Fig. 1: met1 routing
The bar under the picture is 20 um long. Supply wires on this layer in gray. Cells faint in the background.
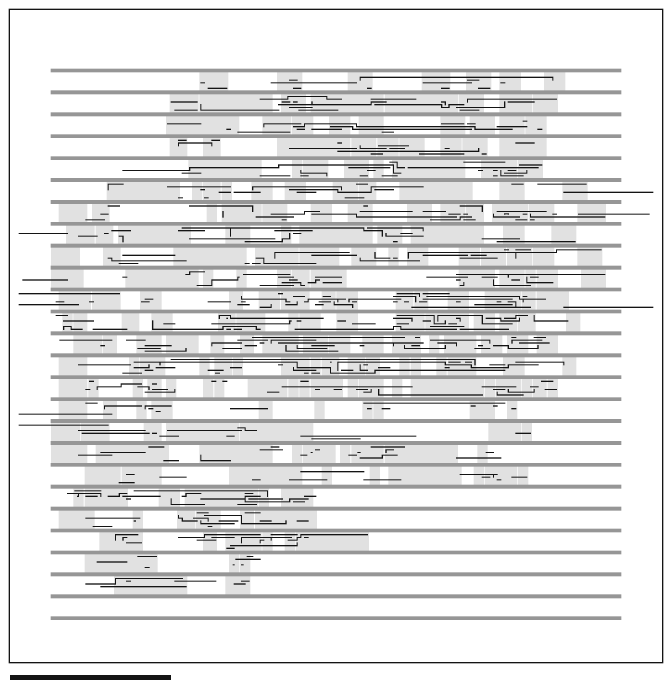
Fig. 2: metal layers overlaid
Only two layers are drawn.
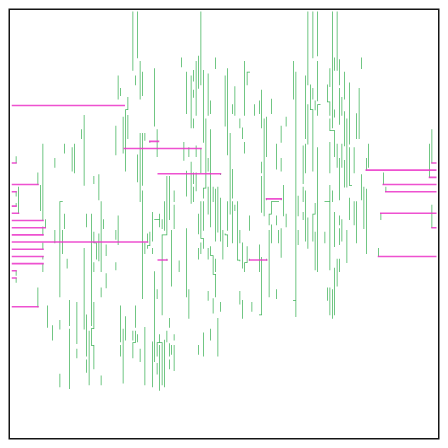
File: src/rtl/wisc_pipe_pkg.sv
// Shared types for the WISC pipeline hazard controller: scoreboard entry,
// halt sequencer states and the forward-select width helper.
package wisc_pipe_pkg;

  // Scoreboard entries carry a fixed-width register tag so the struct can be
  // shared across instances; NREG up to 256 is supported.
  localparam int unsigned RD_MAXW = 8;

  typedef struct packed {
    logic               valid;
    logic [RD_MAXW-1:0] rd;
    logic               wr;
    logic               ld;
  } sb_entry_t;

  typedef enum logic [1:0] {
    RUN    = 2'd0,
    DRAIN  = 2'd1,
    HALTED = 2'd2
  } halt_state_t;

  // Width of a forward select able to encode 0 (register file) .. stages.
  function automatic int unsigned sel_width(input int unsigned stages);
    return $clog2(stages + 1);
  endfunction

endpackage

File: src/rtl/sb_src_lookup.sv
// Youngest-producer finder for one source operand: returns the lowest stage
// index holding a valid writer of rs_i, plus whether that writer is a load.
module sb_src_lookup
  import wisc_pipe_pkg::*;
#(
  parameter int unsigned STAGES   = 3,
  parameter int unsigned RW       = 4,
  parameter int unsigned ZERO_REG = 1,
  parameter int unsigned SELW     = 2
) (
  input  sb_entry_t       sb_i [STAGES],
  input  logic [RW-1:0]   rs_i,
  input  logic            use_i,
  output logic            hit_o,
  output logic [SELW-1:0] k_o,
  output logic            ld_o
);

  logic zero_src;

  // Scan oldest to youngest so the youngest (smallest k) match wins.
  always_comb begin
    hit_o    = 1'b0;
    k_o      = '0;
    ld_o     = 1'b0;
    zero_src = (ZERO_REG != 0) && (rs_i == '0);
    if (use_i && !zero_src) begin
      for (int i = int'(STAGES) - 1; i >= 0; i--) begin
        if (sb_i[i].valid && sb_i[i].wr && (sb_i[i].rd == RD_MAXW'(rs_i))) begin
          hit_o = 1'b1;
          k_o   = SELW'(i + 1);
          ld_o  = sb_i[i].ld;
        end
      end
    end
  end

endmodule

File: src/rtl/pipe_hazard_ctrl.sv
// Stall/flush/forward controller for the WISC in-order pipeline. Tracks
// in-flight writers in a per-stage scoreboard beside ID and sequences the
// halt drain.
//
// state  | meaning
// RUN    | normal issue, hazard logic active
// DRAIN  | HLT issued, waiting STAGES cycles for the pipe to empty
// HALTED | pipe empty after HLT, held until reset
module pipe_hazard_ctrl
  import wisc_pipe_pkg::*;
#(
  parameter  int unsigned NREG     = 16,
  parameter  int unsigned STAGES   = 3,
  parameter  int unsigned LOAD_LAT = 2,
  parameter  int unsigned FWD_EN   = 1,
  parameter  int unsigned ZERO_REG = 1,
  localparam int unsigned RW       = $clog2(NREG),
  localparam int unsigned SELW     = sel_width(STAGES)
) (
  input  logic            clk,
  input  logic            rst,
  input  logic            id_valid,
  input  logic [RW-1:0]   id_rs1,
  input  logic [RW-1:0]   id_rs2,
  input  logic            id_rs1_use,
  input  logic            id_rs2_use,
  input  logic [RW-1:0]   id_rd,
  input  logic            id_wr,
  input  logic            id_is_load,
  input  logic            id_is_halt,
  input  logic            redirect,
  output logic            stall,
  output logic            pc_wen,
  output logic            if_id_wen,
  output logic            bubble_id_ex,
  output logic            flush_if_id,
  output logic [SELW-1:0] fwd_sel_a,
  output logic [SELW-1:0] fwd_sel_b,
  output logic            draining,
  output logic            halted
);

  sb_entry_t       sb_q [STAGES];
  sb_entry_t       new_entry;
  halt_state_t     state_q, state_d;
  logic [SELW-1:0] cnt_q, cnt_d;
  logic            run, issue;
  logic            hit_a, hit_b, ld_a, ld_b, hz_a, hz_b;
  logic [SELW-1:0] k_a, k_b;

  assign run = (state_q == RUN);

  sb_src_lookup #(
    .STAGES(STAGES), .RW(RW), .ZERO_REG(ZERO_REG), .SELW(SELW)
  ) u_lookup_a (
    .sb_i(sb_q), .rs_i(id_rs1), .use_i(id_rs1_use),
    .hit_o(hit_a), .k_o(k_a), .ld_o(ld_a)
  );

  sb_src_lookup #(
    .STAGES(STAGES), .RW(RW), .ZERO_REG(ZERO_REG), .SELW(SELW)
  ) u_lookup_b (
    .sb_i(sb_q), .rs_i(id_rs2), .use_i(id_rs2_use),
    .hit_o(hit_b), .k_o(k_b), .ld_o(ld_b)
  );

  // Hazard decision and forward selects; without forwarding every producer
  // short of writeback blocks, since the register file bypasses the WB write.
  always_comb begin
    hz_a      = 1'b0;
    hz_b      = 1'b0;
    fwd_sel_a = '0;
    fwd_sel_b = '0;
    if (FWD_EN != 0) begin
      hz_a = hit_a & ld_a & (int'(k_a) < int'(LOAD_LAT));
      hz_b = hit_b & ld_b & (int'(k_b) < int'(LOAD_LAT));
      if (run) begin
        fwd_sel_a = hit_a ? k_a : '0;
        fwd_sel_b = hit_b ? k_b : '0;
      end
    end else begin
      hz_a = hit_a & (int'(k_a) < int'(STAGES));
      hz_b = hit_b & (int'(k_b) < int'(STAGES));
    end
    stall = id_valid & run & (hz_a | hz_b);
  end

  assign issue     = id_valid & ~stall & run;
  assign new_entry = '{valid: 1'b1, rd: RD_MAXW'(id_rd), wr: id_wr, ld: id_is_load};

  // Scoreboard shift: issued instruction enters stage 1, everything ages by one.
  always_ff @(posedge clk or negedge rst) begin
    if (!rst) begin
      for (int k = 0; k < int'(STAGES); k++) sb_q[k] <= '0;
    end else begin
      sb_q[0] <= issue ? new_entry : '0;
      for (int k = 1; k < int'(STAGES); k++) sb_q[k] <= sb_q[k-1];
    end
  end

  // Halt sequencer state and drain counter.
  always_ff @(posedge clk or negedge rst) begin
    if (!rst) begin
      state_q <= RUN;
      cnt_q   <= '0;
    end else begin
      state_q <= state_d;
      cnt_q   <= cnt_d;
    end
  end

  // Next state: counter loads STAGES-1 so HALTED lands STAGES edges after issue.
  always_comb begin
    state_d = state_q;
    cnt_d   = cnt_q;
    case (state_q)
      RUN: begin
        if (issue && id_is_halt) begin
          state_d = DRAIN;
          cnt_d   = SELW'(STAGES - 1);
        end
      end
      DRAIN: begin
        if (cnt_q == '0) state_d = HALTED;
        else             cnt_d   = cnt_q - SELW'(1);
      end
      HALTED:  state_d = HALTED;
      default: state_d = RUN;
    endcase
  end

  // A halt in ID wins over a simultaneous redirect.
  assign pc_wen       = run & ~stall;
  assign if_id_wen    = run & ~stall;
  assign bubble_id_ex = stall | ~run;
  assign flush_if_id  = redirect & id_valid & ~id_is_halt & ~stall & run;
  assign draining     = (state_q == DRAIN);
  assign halted       = (state_q == HALTED);

endmodule

File: config.mk
export PLATFORM = sky130hd
export DESIGN_NAME = pipe_hazard_ctrl
export DESIGN_NICKNAME = d
export VERILOG_FILES = /design/src/rtl/wisc_pipe_pkg.sv /design/src/rtl/sb_src_lookup.sv /design/src/rtl/pipe_hazard_ctrl.sv
export SDC_FILE = /design/constraint.sdc
export NUM_CORES = 1
export LEC_CHECK = 0
export CAP_MARGIN = 0
export CORE_MARGIN = 5
export CORE_UTILIZATION = 30
export DETAILED_ROUTE_END_ITERATION = 8
export GPL_ROUTABILITY_DRIVEN = 0
export PLACE_DENSITY = 0.6
export SETUP_SLACK_MARGIN = 0.5
export SYNTH_ARGS = -nofsm -noshare
export SYNTH_HDL_FRONTEND = slang
export SYNTH_HIERARCHICAL = 1
export SYNTH_SLANG_ARGS = --single-unit
export TNS_END_PERCENT = 5
File: constraint.sdc
create_clock -name clk -period 2.6 [get_ports clk]
set_clock_uncertainty 0.2 [all_clocks]
set_input_delay 0.26 -clock clk [delete_from_list [all_inputs] [get_ports clk]]
set_output_delay 0.26 -clock clk [all_outputs]
set_load 0.01 [all_outputs]
==> Changelog: implementation <==
## Implementation

* Storage cell area at between 600 and 700 um^2
* Combinational power at approximately 0.66 mW
* DR vias/cell at roughly 4.4
* Drt first pass iters at 4
* Crit-path max cell delay at approximately 390 ps
* Nonclk buf count at 60
* Initial DRC Count at 47
* Worst reg2reg setup slack at -190 ps
* CTS Hold Bufs at 0
* GR Layer Usage met3 at under 10%
* # diodes at 0
* First-pass GRT wire length at 6.22 mm
* Final setup margin at -233 ps
* Fin nets at approximately 270
* Cell depth of the worst setup path at 9
* MI comb cells at roughly 140
* Final Util at 48.9%
* Boundary pin count at 32
* Reg2Reg Capture Point: state_q[1]
* Share of cells above drive strength 1 at 28.7%
* Total tool warning count at 32
* Post-synth top cells: 25 x dfrtp_1, 16 x xnor2_1, 11 x nand2_1, 8 x inv_1, 8 x xor2_1
* Clock Power Share at between 10% and 20%
* Dpl cells at ~300
* Critical Path RT at 2140 ps
* Run status: complete, but fails checks
* # port buffers at 31
* Final setup fails at 10
* Root Buffer: clkbuf_8
* Clock sink count at 25
* Buf+Inv Stages, Crit Path at 1
* Max FO, Critical Path at 3
* RSZ-0062 raised after global routing: true
* Worst slack, placed at -870 ps
* Comb area share at 45.4%
* Highest Clock Rate at 0.353 GHz
* Drc violations at 0
* Synthesized cell area at roughly 1500 um^2
* Sequential power share at around two fifths
* Failing checks: setup timing
* Final Cell Area at between 2000 and 2500 um^2
* Non-filler instance count after layout at 307
* Switching share of power at about a third
## Picture notes: Fig. 1
main direction = horizontal
nets with wire on the layer = 234
longest straight run = 37.7 um
wire length on this layer = 1780 um
vias post-DR: 1348
total wire length: 3.62 mm
M1 GR Usage: 16.7%

## Picture notes: Fig. 2
M3 -> magenta  # wire length 187 um
M2 -> green  # wire length 1620 um
Overall Global Routing Usage: 12.2%
Routed WL per cell: 11.8 um

## registers in the layout, summed over array words and instances, names as in the netlist
| signal | flops |
|---|---|
| sb_q | 21 |
| state_q | 2 |
| cnt_q | 2 |
## logic make-up (layout without fill, tap and decap cells)
family,Yosys count,after routing
adder cells (fa/ha/maj),5,5
multiplexers,2,2
flip-flops,25,25
buffers and inverters,9,72
XOR/XNOR,24,24
other,1,32
AND/OR/NAND/NOR,57,57
AND-OR/OR-AND,23,23
## placed cells by master (no fill, tap or decap), drive strengths merged, types with 4 or more instances in the layout
master,instances
and2,6
and3,4
buf,37
clkdlybuf4s50,14
conb,32
dfrtp,25
dlygate4sd2,8
ha,5
inv,8
nand2,11
nand4bb,4
nor3,6
nor4,4
o211ai,4
or3,4
xnor2,16
xor2,8
Power and IR drop assume default switching activity.
